File: config.mk
export PLATFORM = sky130hd
export DESIGN_NAME = line_encoder
export DESIGN_NICKNAME = d
export VERILOG_FILES = /design/src/rtl/line_encoder.sv
export SDC_FILE = /design/constraint.sdc
export NUM_CORES = 1
export LEC_CHECK = 0
export CAP_MARGIN = 25
export CORE_UTILIZATION = 25
export DETAILED_ROUTE_END_ITERATION = 7
export GPL_TIMING_DRIVEN = 0
export PLACE_DENSITY = 0.71
export SLEW_MARGIN = 20
export SYNTH_ARGS = -nofsm -noshare
export SYNTH_HDL_FRONTEND = slang
export SYNTH_SLANG_ARGS = --single-unit
File: constraint.sdc
create_clock -name clk -period 1.3 [get_ports clk]
set_input_delay 0.26 -clock clk [delete_from_list [all_inputs] [get_ports clk]]
set_output_delay 0.26 -clock clk [all_outputs]
set_load 0.01 [all_outputs]
File: src/rtl/line_encoder.sv
// Sequential 8-to-3 request encoder with pending register and ack-clear.
// Fixed (MSB-first) or rotating priority selected by ROUND_ROBIN.
module line_encoder #(
  parameter bit ROUND_ROBIN = 1'b0
) (
  input  logic       clk,
  input  logic       rst_n,
  input  logic [7:0] D,
  input  logic       ack,
  output logic [2:0] A,
  output logic       valid,
  output logic [7:0] pend
);

  logic [7:0] pending_q, pending_d;
  logic [2:0] last_q, last_d;
  logic [2:0] sel;
  logic [2:0] idx;
  logic [7:0] clr;
  logic       take;

  always_comb begin
    sel = 3'd0;
    idx = 3'd0;
    if (ROUND_ROBIN) begin
      // Walk the search order backwards so the earliest hit wins.
      for (int k = 8; k >= 1; k--) begin
        idx = last_q + 3'(k);
        if (pending_q[idx]) sel = idx;
      end
    end else begin
      for (int i = 0; i < 8; i++) begin
        if (pending_q[i]) sel = 3'(i);
      end
    end
  end

  assign valid = |pending_q;
  assign A     = valid ? sel : 3'd0;
  assign pend  = pending_q;
  assign take  = valid & ack;

  always_comb begin
    clr       = take ? (8'b1 << A) : 8'h00;
    pending_d = (pending_q & ~clr) | D;
    last_d    = take ? A : last_q;
  end

  always_ff @(posedge clk) begin
    if (!rst_n) begin
      pending_q <= 8'h00;
      last_q    <= 3'd7;
    end else begin
      pending_q <= pending_d;
      last_q    <= last_d;
    end
  end

endmodule

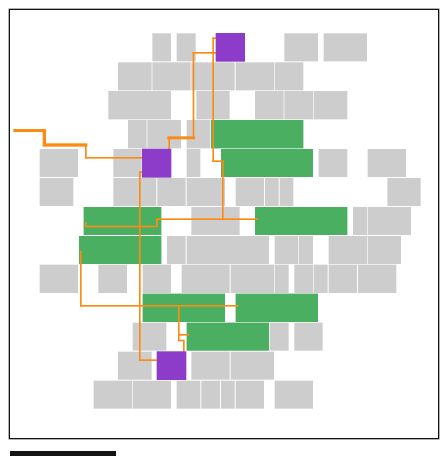
(clock wires, drivers and flops)
Scale bar: 10 microns.
Key: green = flip-flops [count 8]; orange = clock wires [length 116 microns]; purple = clock-net drivers [count 3]
Position of the flops: center. There are 4 routed clock nets.
power share of the clock group: 27.3%
power in the clock group: 189 uW
Setup Skew: 6.28 ps
clock latency reported for the late side of the worst-skew pair: 250 ps

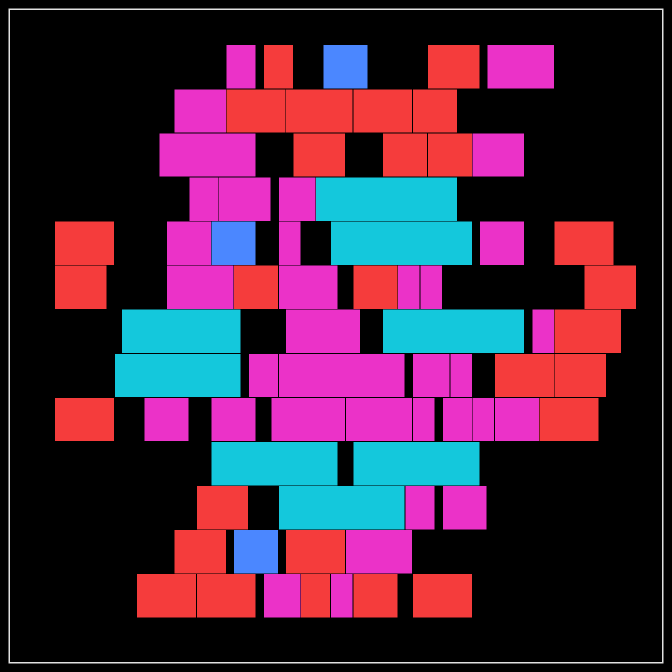
(cell classes on the final placement)
Key: cyan = registers [cells 8]; red = remaining buffers and delay cells [cells 28]; blue = clock-net drivers [cells 3]; magenta = remaining logic cells [cells 34]

==> run summary <==
Quick summary of the implementation run below.

The final worst slack is -232 ps. The delay of the slowest cell on the worst path is 360 ps. The area of the core is 1330 sq um. The portion of total power attributed to combinational logic came out at 29.7%. For this run, the number of Yosys warnings is 0. The leakage power of the design is 0.000306 uW. The routed layout reports a DRC error count of 0.

Entering global routing, the biggest net connects 9 pins. In the synthesized netlist the dominant register cell turns out to be sky130_fd_sc_hd__dfxtp_1. For reference, the critical path is launched at pend[6]$_SDFF_PN0_. The power per cell area came out at 949 nW/um^2. Summed over all layers, the global routing overflow is 0. Checking hold timing, the worst path is listed with class flip-flop to flip-flop.

The run finished, with violations left. The total die size came out at 1620 sq um. The final count of negative-setup-slack endpoints is 8. The net load switching power came out at 207 uW. Listed in order, past its start point the critical path passes nor4_4 > buf_4 > nand3_2 > buf_6. The routed via count is 431. The sequential fraction of the synthesis area came out at 43.8%. The kind of end point of the critical path is an output port.

The routed wire length came out at 1250 microns. The final antenna diode tally reported by the flow is 0. The data arrival time of the critical path is 1270 ps. The number of port buffers came out at 22. The checks that failed: setup timing. The post-route antenna net violation count is 0. The top cell type by instance count after synthesis is sky130_fd_sc_hd__dfxtp_1.

The clock root buffer master is sky130_fd_sc_hd__clkbuf_4. Per the timing report, the most critical flop-to-flop path finishes at pend[0]$_SDFF_PN0_. The count of endpoints failing hold in the final timing report came out at 0. The maximum clock insertion buffer count came out at 2. STA classifies the critical path startpoint as a flip-flop. The number of buffers inserted by hold repair at cts is 0. Synthesis produced 42 cells. The top cell type's share of synthesized area came out at 43.8%. The average wire per cell in the routed design came out at 14.2 microns. The layout summary lists the proportion of cells stronger than drive strength 1 as 45.2%.

The summed standard-cell area reported by yosys is 365 sq um. The category of the most critical setup path is flip-flop to output port. The actual slew at the worst max-slew pin is 466 ps.
layout by cell type, fill, tap and decap left out, drive strengths merged:
cell / n
nor2b: 2
nand2: 2
o31ai: 2
clkbuf: 3
nand3: 1
clkdlybuf4s50: 10
inv: 5
a21oi: 6
nor3: 1
o21a: 6
nor2: 4
dfxtp: 8
clkdlybuf4s15: 1
nor4: 1
buf: 10
a31oi: 1
o41a: 1
o21ai: 2
dlygate4sd2: 7
area by class of cell:
| cell class | count | area, sq um |
|---|---|---|
| multi-input combinational | 29 | 244 |
| timing repair buffer | 28 | 249 |
| inverter | 5 | 18.8 |
| sequential | 8 | 176 |
| tap | 15 | 18.8 |
| fill | 125 | 604 |
| clock buffer | 3 | 22.5 |
worst max-delay path: cells and delay by family, from the launching register on:
family                 cells  cell delay, ps
AND/OR/NAND/NOR            2             360
flip-flops                 1             360
buffers and inverters      2             290
through the flow:
step           setup WS [ps]  hold WS (ps)
2_1_floorplan           8.67           377
3_3_place_gp            -417           551
3_5_place_dp            -414           575
4_1_cts                 -208           548
5_1_grt                 -260           604
6_report                -232           575
metal layers:
layer / GRT usage (%) / wire length, microns
met1: 15.9 / 505
met2: 27.0 / 688
met5: 0 / 0
met3: 3.33 / 54
met4: 10.0 / 0
power by group through the flow:
stage	Sequential [uW]	Clock [uW]	Combinational (uW)
detailed placement	295	0	171
CTS	292	200	184
floorplan	300	0	60.2
global route	300	219	221
finish	298	189	206
global placement	294	0	168
logic make-up (layout without fill, tap and decap cells):
kind of cell	count (synthesis)	after routing	synth area share [%]
simple gates	11	11	18.8
compound gates	18	18	32.2
buf+inv	5	36	5.14
flops	8	8	43.8
what timing repair did:
item	4_1_cts	5_1_grt
pin swaps	3	8
buffers inserted	5	1
setup endpoints to repair	13	9
gates resized	40	11
Power figures rest on the tool's default switching activity, not on a simulated workload.
